===== config.mk =====
export PLATFORM = sky130hd
export DESIGN_NAME = cdb_arbiter
export DESIGN_NICKNAME = d
export VERILOG_FILES = /design/src/rtl/cdb_arbiter.sv
export SDC_FILE = /design/constraint.sdc
export NUM_CORES = 1
export LEC_CHECK = 0
export ABC_AREA = 1
export CAP_MARGIN = 10
export CORE_MARGIN = 2
export CORE_UTILIZATION = 24
export CTS_BUF_LIST = sky130_fd_sc_hd__clkbuf_8
export CTS_CLUSTER_SIZE = 20
export DETAILED_ROUTE_END_ITERATION = 7
export GPL_TIMING_DRIVEN = 0
export PLACE_DENSITY_LB_ADDON = 0.2
export SYNTH_ARGS = -nofsm -noshare
export SYNTH_HDL_FRONTEND = slang
export SYNTH_SLANG_ARGS = --single-unit

===== constraint.sdc =====
create_clock -name clk -period 5.2 [get_ports clk]
set_clock_uncertainty 0.1 [all_clocks]
set_input_delay 1.04 -clock clk [delete_from_list [all_inputs] [get_ports clk]]
set_output_delay 1.04 -clock clk [all_outputs]
set_load 0.05 [all_outputs]

===== src/rtl/cdb_arbiter.sv =====
// CDB arbiter: round-robin (or fixed-priority with CDB_FIXED_PRIO_EN) grant of one finished result per cycle,
// broadcast one cycle after the grant; in_stall blocks new grants while an already registered broadcast completes.
module cdb_arbiter #(
  parameter int N_REQ  = 4,
  parameter int TAG_W  = 5,
  parameter int DATA_W = 32,
  parameter int ICC_W  = 4,
  parameter logic [TAG_W-1:0] INVALID_TAG = 5'b11111,
  parameter int CNT_W  = 16
) (
  input  logic                    clk,
  input  logic                    rst,
  input  logic [N_REQ-1:0]        in_req,
  input  logic [N_REQ*TAG_W-1:0]  in_req_tag,
  input  logic [N_REQ*DATA_W-1:0] in_req_val,
  input  logic [N_REQ*ICC_W-1:0]  in_req_icc,
  input  logic                    in_stall,
  output logic [N_REQ-1:0]        out_grant,
  output logic                    out_CDB_broadcast,
  output logic [TAG_W-1:0]        out_CDB_tag,
  output logic [DATA_W-1:0]       out_CDB_val,
  output logic [ICC_W-1:0]        out_CDB_icc,
  output logic [CNT_W-1:0]        out_bcast_count
);

  localparam int PTR_W = (N_REQ > 1) ? $clog2(N_REQ) : 1;

  localparam logic IDLE  = 1'b0;
  localparam logic BCAST = 1'b1;

  logic [PTR_W-1:0]  ptr;
  logic [PTR_W-1:0]  win;
  logic              found;
  logic [TAG_W-1:0]  sel_tag;
  logic [DATA_W-1:0] sel_val;
  logic [ICC_W-1:0]  sel_icc;
  logic              bcast_next;
  int                idx;

  always_comb begin
    out_grant = '0;
    win       = '0;
    found     = 1'b0;
    idx       = 0;
    if (!rst && !in_stall) begin
      for (int i = 0; i < N_REQ; i++) begin
        idx = (int'(ptr) + i) % N_REQ;
        if (!found && in_req[idx]) begin
          found          = 1'b1;
          out_grant[idx] = 1'b1;
          win            = PTR_W'(idx);
        end
      end
    end
  end

  assign sel_tag    = in_req_tag[win*TAG_W +: TAG_W];
  assign sel_val    = in_req_val[win*DATA_W +: DATA_W];
  assign sel_icc    = in_req_icc[win*ICC_W +: ICC_W];
  assign bcast_next = (found && (sel_tag != INVALID_TAG)) ? BCAST : IDLE;

`ifdef CDB_FIXED_PRIO_EN
  assign ptr = '0;
`else
  always_ff @(posedge clk or posedge rst) begin
    if (rst) begin
      ptr <= '0;
    end else if (found) begin
      ptr <= (win == PTR_W'(N_REQ - 1)) ? '0 : win + 1'b1;
    end
  end
`endif

  // Counter steps on the edge that launches a broadcast, so it already
  // includes the broadcast that is on the bus.
  always_ff @(posedge clk or posedge rst) begin
    if (rst) begin
      out_CDB_broadcast <= IDLE;
      out_CDB_tag       <= INVALID_TAG;
      out_CDB_val       <= '0;
      out_CDB_icc       <= '0;
      out_bcast_count   <= '0;
    end else begin
      out_CDB_broadcast <= bcast_next;
      if (bcast_next == BCAST) begin
        out_CDB_tag     <= sel_tag;
        out_CDB_val     <= sel_val;
        out_CDB_icc     <= sel_icc;
        out_bcast_count <= out_bcast_count + 1'b1;
      end
    end
  end

endmodule

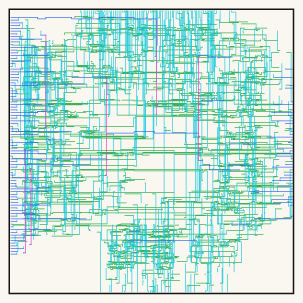
Fig. 1. Wiring by layer (run 1).
Drawn at 2 px/micron.
Key: met1 = green [wire length 8380 microns]; met4 = magenta [wire length 285 microns]; met2 = cyan [wire length 9060 microns]; met3 = blue [wire length 1220 microns]

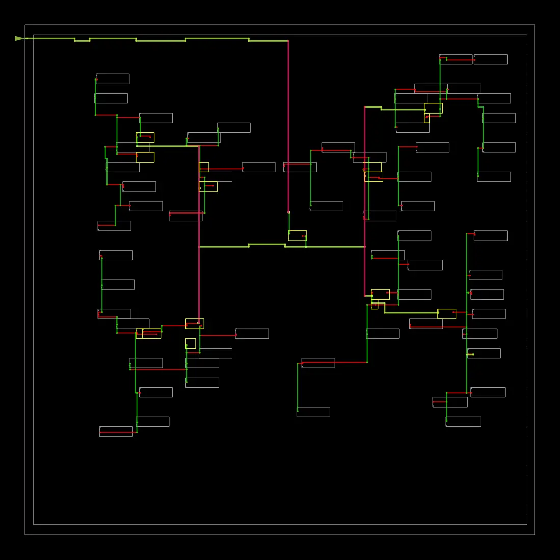
Fig. 2. Clock nets (run 1).
clock sink count: 60
CLK BUF: 11

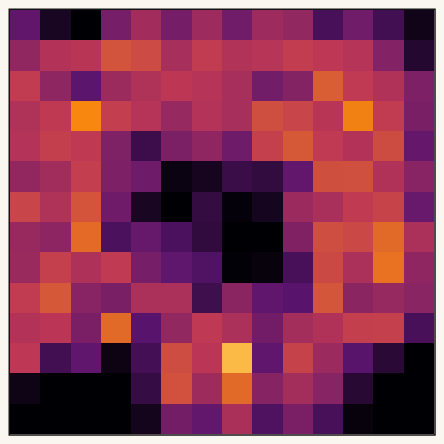
Fig. 3. Cell density map (run 1).
Drawn at 3 px/micron. The die is cut into 14 by 14 equal tiles; black is low, pale yellow is high, 0 to 100% covered.
The densest ninth of the die: east. 0.50% of the tiles are over 75% full. The mean over all tiles is 35%.
core region area: 18600 sq um
final core utilization: 39.4%

==> run_results.csv, run 1 <==
group,metric,value,unit
power_and_ir_drop,power_density,514,nW/um^2
worst_hold_path,hold_end,"out_CDB_tag[4]$_DFFE_PP1P_",
synthesis,simple_gate_area_share,37.3,%
cts,ctsResizeCount,0,
die,die-width,141,microns
worst_hold_path,hold_depth,2,
sta,worst_slack,0.588,ns
drt,via_per_inst,4.64,
global_route,use_met2,30.5,%
sta,maxSlewHeadroom,55.9,%
cts,clock.latency.late_pin,0.35,ns
global_route,grt.overflow.total,0,
job,tool_warnings,33,
sta,rsz0062_at_grt,"no",
critical_path,cp-end-kind,"output pin",
global_route,grt_first_pass_wirelength,28.6,mm
layout,layout_top_cell,"clkdlybuf4s50_1",
layout,seq_cell_count,60,
layout,lay_top_cells,"clkdlybuf4s50_1 (232), nand2_1 (202), nand3_1 (86)",
layout,fin_cells,1164,
layout,clk_share,2.45,%
die,fp.dieH,141,microns
drt,route.detailed.drc,0,
cts,postCtsSetupBuffers,0,
layout,comb_area,2640,sq um
layout,seqCellArea,1510,sq um
power_and_ir_drop,max-vdd-ir-drop,0.160,mV
synthesis,syn_inst,681,
critical_path,endpoint,"out_grant[2]",
cts,cts_buffer_depth,2,
power_and_ir_drop,swShare,54.1,%
sta,tns,0,ns
power_and_ir_drop,maxPowerGroup,"combinational logic",
layout,fin_area,7350,sq um
synthesis,numSynthFlops,60,
critical_path,path_class,"in -> out",
synthesis,yosysWarnings,0,
power_and_ir_drop,pwr-share-comb,68.8,%
cts,cts_made_buffers,9,
layout,inv_count,35,
sta,worst-slew-pin-transition,0.662,ns
critical_path,worstPathMaxFanout,8,
synthesis,yosys.cell_types.count,34,
synthesis,ys_sh_xor,2.70,%
layout,num-multi-input-gates,540,
drt,wl,19.0,mm
outcome,status,"finished clean",
global_route,use_met3,5.30,%
die,fp_util,24.3,%
place,portBuffers,232,
synthesis,largest_area_cell,"dfrtp_1",
layout,fillers,2026,
die,dieArea,20000,sq um
power_and_ir_drop,powerSeq,0.787,mW
critical_path,rr_worst_depth,16,
critical_path,crit_required,4.06,ns
critical_path,reg2reg_from,"ptr[1]$_DFFE_PP0P_",
power_and_ir_drop,internal_power,1.73,mW
synthesis,netlist.area_leader.share,30.4,%
drt,topRoutingLayerUsed,"met4",
layout,reg_top3,"out_CDB_val (32), out_bcast_count (16), out_CDB_tag (5)",
layout,dominant_cells,"combinational gates",
worst_hold_path,hold_start,"out_CDB_tag[4]$_DFFE_PP1P_",
die,placementRows,50,
power_and_ir_drop,p_comb,2.60,mW
synthesis,yosys.area_share.aoi,15.8,%
synthesis,mux_area_share,0,%
job,maxCapViolations,0,
power_and_ir_drop,clockPowerShare,10.4,%
die,taps,234,
sta,hold_violations,0,
layout,seq_area_share,20.5,%
cts,htreeDepth,3,
power_and_ir_drop,clock_power,0.392,mW
drt,ant_nets,0,
global_route,antenna_found_initial,0,
layout,drive_above_1_share,6.88,%
die,pin_count,233,
drt,first_pass_iters,5,
place,dp.cells,1148,
critical_path,start_kind,"input pin",
cts,clock-root-buffer,"clkbuf_8",
synthesis,syn_avg_cell_area,6.66,sq um
global_route,grt_pass1_vias,5154,
sta,finalMaxSlewViolations,0,
drt,wl_met1,8.38,mm
[run 1: synth_stat cells, drive strengths merged]
cell,instances
nand2,208
nand3,91
nor2,88
o21ai,76
dfrtp,55
o22ai,36
inv,35
buf,23
clkbuf,23
ha,9
xnor2,7
xor2,7
dfstp,5
a22oi,4
nand4,4
a21oi,3
o21bai,3
a311o,2
a21boi,1
nor4,1
[run 1: worst max-delay path, cell delays in order]
cell	delay (ns)
clkdlybuf4s50_1	0.46
inv_1	0.09
nand2_1	0.08
nand3_2	0.10
nand2_4	0.11
nor2_8	0.18
nand2_2	0.08
nor2_4	0.16
nand2_1	0.07
a311o_1	0.26
inv_1	0.05
clkdlybuf4s50_1	0.79
Fig. 4: run 1, cells colored by class
Drawn at 2 px/micron.
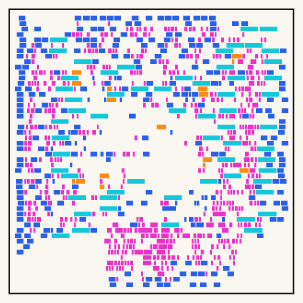

## Run 2: what changed since run 1
Settings changed: CTS_CLUSTER_DIAMETER set to 150.
Clock period 5.2 ns to 4.5 ns, I/O delays scaled along.
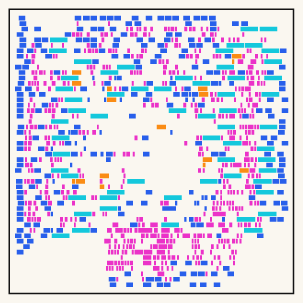
Fig. 5. Cells colored by class (run 2).
Drawn at 2 px/micron.
Key: flip-flops = cyan [cells 60, share of their area 21%]; other buffers and delay cells = blue [cells 279, share of their area 37%]; all other logic = magenta [cells 575, share of their area 39%]; clock drivers and dummy loads = orange [cells 16, share of their area 2.6%]

==> run 2 against run 1 <==
Against the previous run: sequential power rose by 16%; total power rose by 16%; die area did not move; first-iteration DRC count fell by 9.3%; largest power group unchanged; count of clock-buffer cells in the layout did not move.
==> run_results.csv, run 2 <==
group,metric,value,unit
outcome,status,"finished clean",
job,tool_warnings,33,
critical_path,start_kind,"register",
drt,wl,19.0,mm
drt,wl_met1,8.43,mm
layout,layout_top_cell,"clkdlybuf4s50_1",
drt,ant_nets,0,
layout,drive_above_1_share,6.88,%
synthesis,yosysWarnings,0,
die,taps,234,
drt,topRoutingLayerUsed,"met4",
die,placementRows,50,
critical_path,rr_worst_depth,16,
cts,clock-sinks,60,
synthesis,syn_inst,681,
sta,finalMaxSlewViolations,0,
worst_hold_path,hold_end,"out_CDB_tag[4]$_DFFE_PP1P_",
critical_path,cp-end-kind,"output pin",
synthesis,largest_area_cell,"dfrtp_1",
cts,cts_buffer_depth,2,
die,fp.dieH,141,microns
layout,reg_top3,"out_CDB_val (32), out_bcast_count (16), out_CDB_tag (5)",
die,fp_util,24.3,%
job,maxCapViolations,0,
worst_hold_path,hold_start,"out_CDB_tag[4]$_DFFE_PP1P_",
cts,ctsResizeCount,0,
power_and_ir_drop,power_density,594,nW/um^2
cts,htreeDepth,3,
critical_path,cpMaxStageDelayCell,"clkdlybuf4s50_1",
power_and_ir_drop,p_comb,3.01,mW
layout,seqCellArea,1510,sq um
layout,largest_reg_flops,32,
die,dieArea,20000,sq um
power_and_ir_drop,powerSeq,0.909,mW
synthesis,yosys.cell_types.count,34,
synthesis,ff_type,"dfrtp_1",
layout,lay_top_cells,"clkdlybuf4s50_1 (230), nand2_1 (202), nand3_1 (86)",
power_and_ir_drop,swShare,54.1,%
critical_path,path_class,"reg -> out",
drt,route.detailed.drc,0,
cts,clock-root-buffer,"clkbuf_8",
power_and_ir_drop,clockPowerShare,10.4,%
global_route,grt_first_pass_wirelength,28.6,mm
synthesis,syn_avg_cell_area,6.66,sq um
sta,maxSlewHeadroom,51.3,%
synthesis,numSynthFlops,60,
layout,fin_area,7350,sq um
synthesis,synth-edff-count,0,
worst_hold_path,hold_depth,2,
power_and_ir_drop,maxPowerGroup,"combinational logic",
critical_path,max_stage_delay,0.79,ns
layout,num-multi-input-gates,540,
global_route,use_met2,30.5,%
critical_path,crit_cells,13,
cts,cts_tree,"yes",
layout,dominant_cells,"combinational gates",
critical_path,critical_path_buf_inv_count,4,
global_route,grt_pass1_vias,5154,
synthesis,netlist.area_leader.share,30.4,%
layout,inv_count,35,
drt,via_per_inst,4.65,
layout,clk_share,2.45,%
critical_path,reg2reg_from,"ptr[1]$_DFFE_PP0P_",
sta,worst-slew-pin-transition,0.731,ns
global_route,use_met3,5.30,%
synthesis,synthArstFlopShare,100,%
place,portBuffers,232,
critical_path,cpLargestDelayFamily,"buffers and inverters",
sta,hold_violations,0,
critical_path,worstPathCellList,"inv_1 -> ha_1 -> inv_1 -> nand2_1 -> nand2_2 -> nor2_8 -> nand2_2 -> nor2_4 -> nand2_1 -> nand3_1 -> nand2_1 -> inv_1 -> clkdlybuf4s50_1",
power_and_ir_drop,pwr-share-comb,68.8,%
synthesis,most_common_cell,"nand2_1",
sta,worst_slack,0.284,ns
critical_path,worstPathMaxFanout,9,
sta,rsz0062_at_grt,"no",
drt,first_pass_iters,5,
global_route,grt.overflow.total,0,
die,die-width,141,microns
global_route,antenna_found_initial,0,
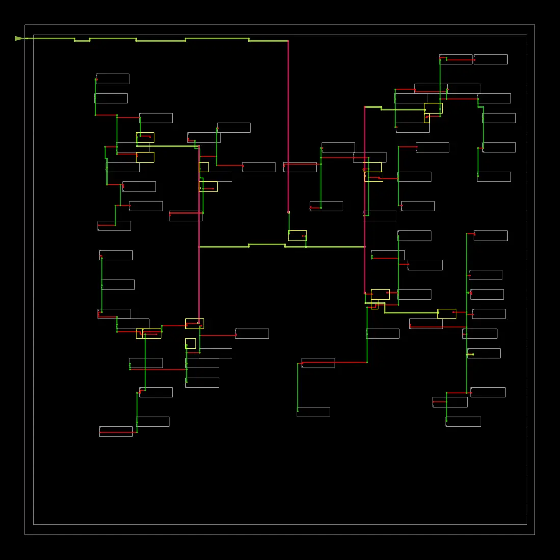
Fig. 6. Clock nets (run 2).
total CTS buffers: 9
clk pwr: 0.454 mW
registers: 60
clk_lat worst skew: 0.35 ns

-- run 2: cell counts after synthesis --
No cell type changed its count.
-- run 2: metrics by stage --
| step | instances | utilization, % | hold WS [ns] |
|---|---|---|---|
| after floorplan | 681 | - | 0.472 |
| after global placement | 1147 | 38.3 | 0.352 |
| after detailed placement | 1148 | 38.4 | 0.357 |
| after CTS | 1164 | 39.4 | 0.368 |
| after global routing | 1164 | 39.4 | 0.381 |
| final | 1164 | 39.4 | 0.366 |
-- run 2: cell families (layout without fill, tap and decap cells) --
logic type	count (synthesis)	in the layout	share of synthesized area, %
adders and majority gates	9	9	2.48
and+or+nand+nor	392	392	37.3
xor gates and xnor gates	14	14	2.70
DFF	60	60	33.3
AOI/OAI and AO/OA	125	125	15.8
buffers and inverters	81	330	8.50
Power and IR drop assume default switching activity.
